[src/rtl/frame_cfg_pkg.sv]
`default_nettype none
// ============================================================================
// Module   : frame_cfg_pkg
// Brief    : Shared constants, header field offsets and FSM state encoding
//            for the frame configuration writer.
// Revision : 1.0  initial release
// ============================================================================
package frame_cfg_pkg;

    localparam logic [31:0] SYNC_WORD     = 32'hFAB0_FAB1;
    localparam logic [7:0]  DESYNC_OP     = 8'hDE;

    localparam int          HDR_OP_LSB    = 24;
    localparam int          HDR_OP_W      = 8;
    localparam int          HDR_COL_LSB   = 16;
    localparam int          HDR_COL_W     = 8;
    localparam int          HDR_FRAME_LSB = 0;
    localparam int          HDR_FRAME_W   = 5;

    typedef enum logic [2:0] {
        IDLE   = 3'd0,
        ADDR   = 3'd1,
        DATA   = 3'd2,
        STROBE = 3'd3,
        HOLD   = 3'd4
    } state_t;

endpackage : frame_cfg_pkg
`default_nettype wire

[src/rtl/frame_strobe_decoder.sv]
`default_nettype none
// ============================================================================
// Module   : frame_strobe_decoder
// Brief    : Combinational (column, frame, enable) to one-hot strobe decode.
// Revision : 1.0  initial release
// ============================================================================
module frame_strobe_decoder
    import frame_cfg_pkg::*;
#(
    parameter int MAX_FRAMES = 20,
    parameter int NUM_COLS   = 8,
    parameter int COL_W      = 3,
    parameter int FRAME_W    = 5
) (
    input  logic [COL_W-1:0]             i_column,
    input  logic [FRAME_W-1:0]           i_frame,
    input  logic                         i_en,
    output logic [MAX_FRAMES*NUM_COLS-1:0] o_strobe
);

    always_comb begin
        o_strobe = '0;
        for (int c = 0; c < NUM_COLS; c++) begin
            for (int f = 0; f < MAX_FRAMES; f++) begin
                if (i_en && (i_column == COL_W'(c)) && (i_frame == FRAME_W'(f)))
                    o_strobe[c*MAX_FRAMES+f] = 1'b1;
            end
        end
    end

endmodule : frame_strobe_decoder
`default_nettype wire

[src/rtl/frame_config_writer.sv]
`default_nettype none
// ============================================================================
// Module   : frame_config_writer
// Brief    : Bitstream word consumer that assembles a frame column-slice and
//            pulses the matching FrameStrobe bit for the fabric tiles.
// Revision : 1.0  initial release
// ============================================================================
module frame_config_writer
    import frame_cfg_pkg::*;
#(
    parameter int FrameBitsPerRow = 32,
    parameter int MaxFramesPerCol = 20,
    parameter int NumRows         = 16,
    parameter int NumColumns      = 8
) (
    input  logic                                  UserCLK,
    input  logic                                  rst,
    input  logic [31:0]                           s_data,
    input  logic                                  s_valid,
    output logic                                  s_ready,
    output logic [FrameBitsPerRow*NumRows-1:0]    FrameData,
    output logic [MaxFramesPerCol*NumColumns-1:0] FrameStrobe,
    output logic                                  busy,
    output logic                                  err,
    output logic [15:0]                           frame_count
);

    localparam int COL_W   = $clog2(NumColumns);
    localparam int FRAME_W = $clog2(MaxFramesPerCol);
    localparam int ROW_W   = $clog2(NumRows);

    state_t                                r_state;
    logic                                  r_ready;
    logic [FrameBitsPerRow*NumRows-1:0]    r_data;
    logic [MaxFramesPerCol*NumColumns-1:0] r_strobe;
    logic                                  r_err;
    logic [15:0]                           r_frame_count;
    logic [ROW_W-1:0]                      r_row_cnt;
    logic [COL_W-1:0]                      r_column;
    logic [FRAME_W-1:0]                    r_frame;

    logic                                  w_accept;
    logic                                  w_last;
    logic [HDR_OP_W-1:0]                   w_hdr_op;
    logic [HDR_COL_W-1:0]                  w_hdr_col;
    logic [HDR_FRAME_W-1:0]                w_hdr_frame;
    logic                                  w_hdr_ok;
    logic [MaxFramesPerCol*NumColumns-1:0] w_strobe;

    assign w_accept    = s_valid && r_ready;
    assign w_hdr_op    = s_data[HDR_OP_LSB    +: HDR_OP_W];
    assign w_hdr_col   = s_data[HDR_COL_LSB   +: HDR_COL_W];
    assign w_hdr_frame = s_data[HDR_FRAME_LSB +: HDR_FRAME_W];
    assign w_hdr_ok    = (w_hdr_col < HDR_COL_W'(NumColumns)) &&
                         (w_hdr_frame < HDR_FRAME_W'(MaxFramesPerCol));
    assign w_last      = (r_state == DATA) && w_accept &&
                         (r_row_cnt == ROW_W'(NumRows - 1));

    // Decode is enabled only on the final data word so the registered strobe
    // lands exactly in the STROBE cycle and is zero everywhere else.
    frame_strobe_decoder #(
        .MAX_FRAMES (MaxFramesPerCol),
        .NUM_COLS   (NumColumns),
        .COL_W      (COL_W),
        .FRAME_W    (FRAME_W)
    ) u_decoder (
        .i_column   (r_column),
        .i_frame    (r_frame),
        .i_en       (w_last),
        .o_strobe   (w_strobe)
    );

    always_ff @(posedge UserCLK) begin
        if (!rst) begin
            r_state       <= IDLE;
            r_ready       <= 1'b0;
            r_data        <= '0;
            r_strobe      <= '0;
            r_err         <= 1'b0;
            r_frame_count <= 16'd0;
            r_row_cnt     <= '0;
            r_column      <= '0;
            r_frame       <= '0;
        end else begin
            r_strobe <= w_strobe;
            case (r_state)
                IDLE: begin
                    r_ready <= 1'b1;
                    if (w_accept && (s_data == SYNC_WORD))
                        r_state <= ADDR;
                end
                ADDR: begin
                    r_ready <= 1'b1;
                    if (w_accept && (s_data != SYNC_WORD)) begin
                        if (w_hdr_op == DESYNC_OP) begin
                            r_state <= IDLE;
                        end else if (!w_hdr_ok) begin
                            r_err   <= 1'b1;
                            r_state <= IDLE;
                        end else begin
                            r_column  <= w_hdr_col[COL_W-1:0];
                            r_frame   <= w_hdr_frame[FRAME_W-1:0];
                            r_row_cnt <= '0;
                            r_state   <= DATA;
                        end
                    end
                end
                DATA: begin
                    if (w_accept) begin
                        r_data[r_row_cnt*FrameBitsPerRow +: FrameBitsPerRow] <= s_data;
                        r_row_cnt <= r_row_cnt + 1'b1;
                        if (w_last) begin
                            r_ready <= 1'b0;
                            r_state <= STROBE;
                        end
                    end
                end
                STROBE: begin
                    r_ready       <= 1'b0;
                    r_frame_count <= r_frame_count + 16'd1;
                    r_state       <= HOLD;
                end
                HOLD: begin
                    r_ready <= 1'b1;
                    r_state <= ADDR;
                end
                default: begin
                    r_ready <= 1'b0;
                    r_state <= IDLE;
                end
            endcase
        end
    end

    assign s_ready     = r_ready;
    assign FrameData   = r_data;
    assign FrameStrobe = r_strobe;
    assign busy        = (r_state != IDLE);
    assign err         = r_err;
    assign frame_count = r_frame_count;

endmodule : frame_config_writer
`default_nettype wire

[config.mk]
export PLATFORM = sky130hd
export DESIGN_NAME = frame_config_writer
export DESIGN_NICKNAME = d
export VERILOG_FILES = /design/src/rtl/frame_cfg_pkg.sv /design/src/rtl/frame_strobe_decoder.sv /design/src/rtl/frame_config_writer.sv
export SDC_FILE = /design/constraint.sdc
export NUM_CORES = 1
export LEC_CHECK = 0
export ABC_AREA = 0
export ABC_CLOCK_PERIOD_IN_PS = 4550
export CAP_MARGIN = 25
export CORE_AREA = 2 2 284 286
export CTS_BUF_LIST = sky130_fd_sc_hd__clkbuf_2
export DETAILED_ROUTE_END_ITERATION = 8
export DIE_AREA = 0 0 286 288
export PLACE_DENSITY = 0.67
export SYNTH_ARGS = -nofsm -noshare
export SYNTH_HDL_FRONTEND = slang
export SYNTH_HIERARCHICAL = 1
export SYNTH_SLANG_ARGS = --single-unit
[constraint.sdc]
create_clock -name UserCLK -period 4.55 [get_ports UserCLK]
set_input_delay 1.1375 -clock UserCLK [delete_from_list [all_inputs] [get_ports UserCLK]]
set_output_delay 1.1375 -clock UserCLK [all_outputs]
set_load 0.03 [all_outputs]
run_1/layer_met1.png
Cells faint in the background.
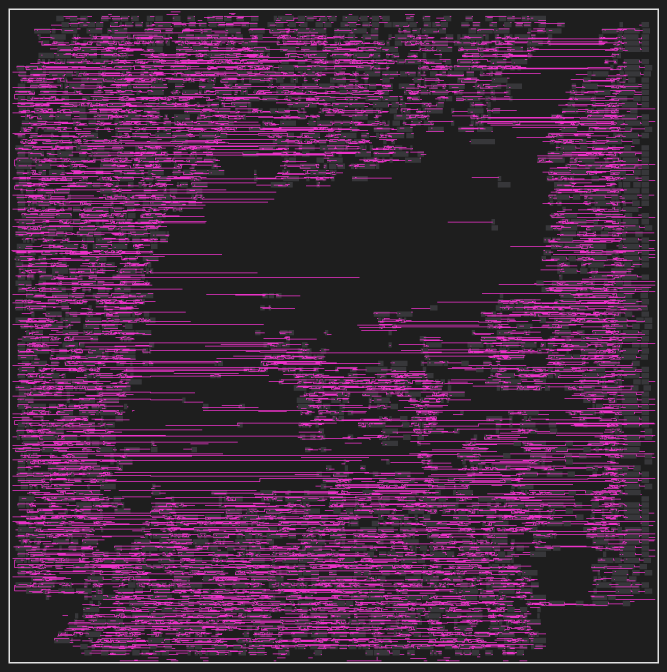
main direction	horizontal
wire length on this layer	43.4 mm
nets with wire on the layer	3469
share of all routed wire	39%
longest straight run	144 microns
global-route met1 utilization: 0.3108
total routed wirelength: 112.0 mm
total number of vias: 25310

run_1/layer_met4.png
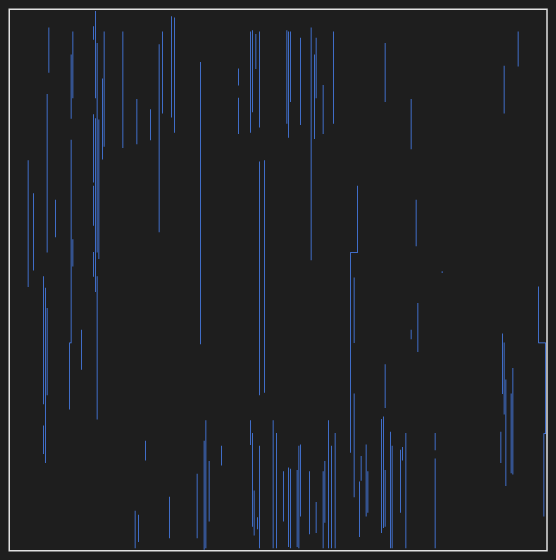
nets with wire on the layer	85
longest straight run	150 microns
main direction	vertical
share of all routed wire	4.6%

run_1/layer_met3.png
Bar = 100 microns.
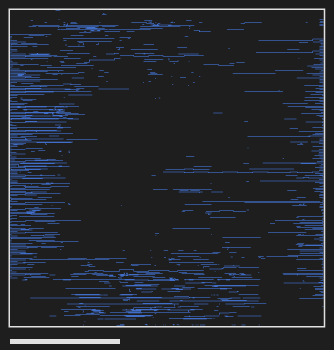
main direction	horizontal
longest straight run	145 microns
share of all routed wire	10%
met3 demand-to-capacity share in global routing: 0.08930

==> results.txt, run 1 <==
Results of the run.

The worst-margin pin slew is 1046 ps. Per the post-synthesis report, the nets total 3158. Across every metal layer, demand over resource in global routing totals 0.2600.

The area share of xor/xnor cells in the synthesized design is 0.005376. Row generation in the floorplan step produced around 100 rows. In the layout the commonest cells are sky130_fd_sc_hd__dfxtp_1, sky130_fd_sc_hd__clkdlybuf4s50_1, sky130_fd_sc_hd__nand2_1. The run finished with clean final reports. Yosys mapped a number of flops with a built-in enable equal to 0. The highest attainable clock frequency is 253.6 MHz. Hold repair after CTS inserted 0 buffers. The placement stage leaves a total instance area of roughly 0.034 sq mm. The count of clock buffers in the final design is around 250.

On the critical path the data arrives at 2810 ps. The critical path is of the reg -> out type. The path class of the lowest-slack min-delay path is in -> reg. The portion of netlist area occupied by mux cells is 0.01651. The fraction of the yosys area taken by sequential cells is 0.5414. The number of fillers in the final layout is a little under 8000. The required time reported for the critical path endpoint is between 3000 and 4000 ps. Adding up every negative setup slack in the final design gives 0 ps.
## run 1: worst max-delay path by stage
stage          slack (ps)  cells after the start                   endpoint
2_1_floorplan        1730                      7  r_row_cnt[3]$_SDFFE_PN0P_
3_3_place_gp          780                      7    r_frame[3]$_SDFFE_PN0P_
3_5_place_dp          720                      7    r_frame[3]$_SDFFE_PN0P_
4_1_cts               340                      2                       busy
5_1_grt               340                      2                       busy
6_report              610                      2                       busy
## run 1: worst max-delay path: cells and delay by family (launching register included)
family | cells | cell delay, ps
buffers and inverters | 1 | 740
DFF | 1 | 610
and+or+nand+nor | 1 | 170
## run 1: report_power, final
| part | switching (mW) | internal [mW] |
|---|---|---|
| clock network | 2.66 | 1.62 |
| logic | 0.303 | 0.0607 |
| registers | 0.000509 | 6.17 |
| total | 2.97 | 7.85 |
==> run 2, diff against run 1 <==
Settings changed: ABC_CLOCK_PERIOD_IN_PS 4550 to 3200, CORE_AREA 2 2 284 286 to 2 2 283 285, DIE_AREA 0 0 286 288 to 0 0 285 287, PLACE_DENSITY 0.67 to 0.6.
Clock period 4.55 ns to 3.2 ns, I/O delays scaled along.
run_2/layer_met2.png
Bar = 100 microns.
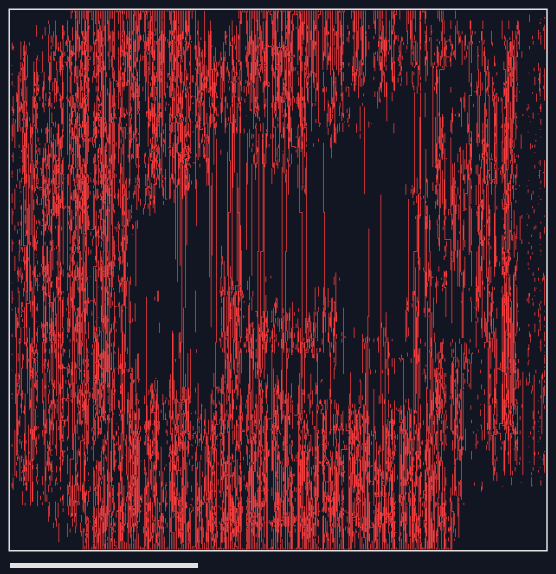
main direction	vertical
nets with wire on the layer	2925
share of all routed wire	48%
longest straight run	135 microns

run_2/layer_met4.png
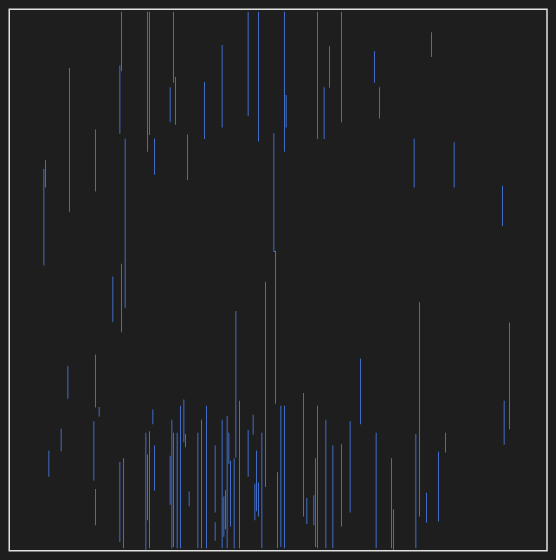
wire length on this layer	4170 microns
nets with wire on the layer	74
main direction	vertical
share of all routed wire	3.6%
longest straight run	114 microns
total number of vias: 25400
total routed wirelength: 114.4 mm

==> run 2 against run 1 <==
  * Die size down 0.70%
  * Clock skew up 33 ps
  * First-iteration DRC count up 0.19%
  * Critical path type unchanged
  * Highest routed layer is now met4
  * Final area down 0.50%
==> results.txt, run 2 <==
Results of the run.

The flow ran to the end, and the final reports show no timing, DRC or antenna violations. The hold-critical path endpoint is FrameData[125]$_SDFFE_PN0P_. The dominant delay contributor by cell family on the critical path is buffers and inverters. The highest clock rate this design can be run at is approximately 330 MHz.

The synthesized instance count is a little over 3000. The fraction of the yosys area taken by sequential cells is 0.5414 (unchanged). The worst-margin pin slew is 956.6 ps (-89.47 ps). The portion of netlist area occupied by mux cells came to 0.01651 (unchanged). The total routing resource utilization after global routing is 0.2677 (+0.007730). The clock distribution power is 6.17 mW (+44%). The number of distinct library cell variants in the gate-level netlist after synthesis is 50. The instance area at placement is 0.03441 sq mm (+1.2%). The logic depth of the worst setup path including buffers was 1 (-1).

The total negative slack is 0 ps (unchanged). The arrival time at the worst endpoint is 2240 ps (-570 ps). The path class of the lowest-slack min-delay path is in -> reg. The total overflow left after global routing is 0.

The sequential cell fraction of total power is 0.566 (-0.004). The group drawing the most power is sequential cells. The minimum setup slack in the final design is between 150 and 200 ps.

The hold-fix buffer count after cts is 18 (+18). The internal power summed over all cells is 11.15 mW (+42%). The critical path in this run is classified as reg -> out. The number of placement rows was 103 (-0.96%). The power dissipated in sequential cells is 8.77 mW (+42%). The number of enable flip-flop cells is 0 (unchanged). The combinational logic power is 0.544 mW (+49%). The detail route stage leaves a number of antenna-violating nets equal to 0. The count of clock buffers in the final design came to 253 (+1.2%).

The number of buffer and inverter instances along the worst setup path is 1 (unchanged). The share of total power consumed by net switching is 0.2799 (+0.005574). The number of fillers in the final layout came to 8088 (+3.6%). The post-placement worst setup slack is -70.26 ps. The synthesis-stage register bit count is a little over 700. The area share of xor/xnor cells in the synthesized design is 0.005376 (unchanged). The net count entering floorplan is 3158 (unchanged). The switching power is 4.334 mW (+46%).

The power share of the clock group is 0.399 (+0.003). The library cells used most frequently in the layout, excluding fill and tap cells, are sky130_fd_sc_hd__dfxtp_1, sky130_fd_sc_hd__dlygate4sd2_1, sky130_fd_sc_hd__nand2_1. The part of the total power dissipated in combinational logic was 0.035 (about the same).
run_2/layer_met3.png
Bar = 100 microns.
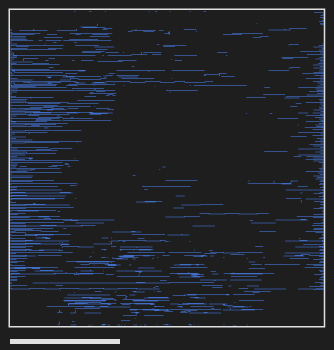
longest straight run	109 microns
wire length on this layer	11300 microns

## run 2: cell counts after synthesis
No cell type changed its count.
## run 2: worst max-delay path by stage
stage,from,to
2_1_floorplan,s_data[4],r_row_cnt[3]$_SDFFE_PN0P_
3_3_place_gp,s_data[15],r_row_cnt[2]$_SDFFE_PN0P_
3_5_place_dp,s_data[15],r_row_cnt[3]$_SDFFE_PN0P_
4_1_cts,r_state[2]$_SDFFE_PN0P_,busy
5_1_grt,r_state[0]$_SDFFE_PN0P_,busy
6_report,FrameData[334]$_SDFFE_PN0P_,FrameData[334]
## run 2: layer usage
metal  global-route usage  routed length (microns)
met2               0.4419                    54360
met5                    0                        0
met4               0.1139                     4169
met3              0.09079                    11280
met1               0.3174                    44570
Power and IR drop assume default switching activity.
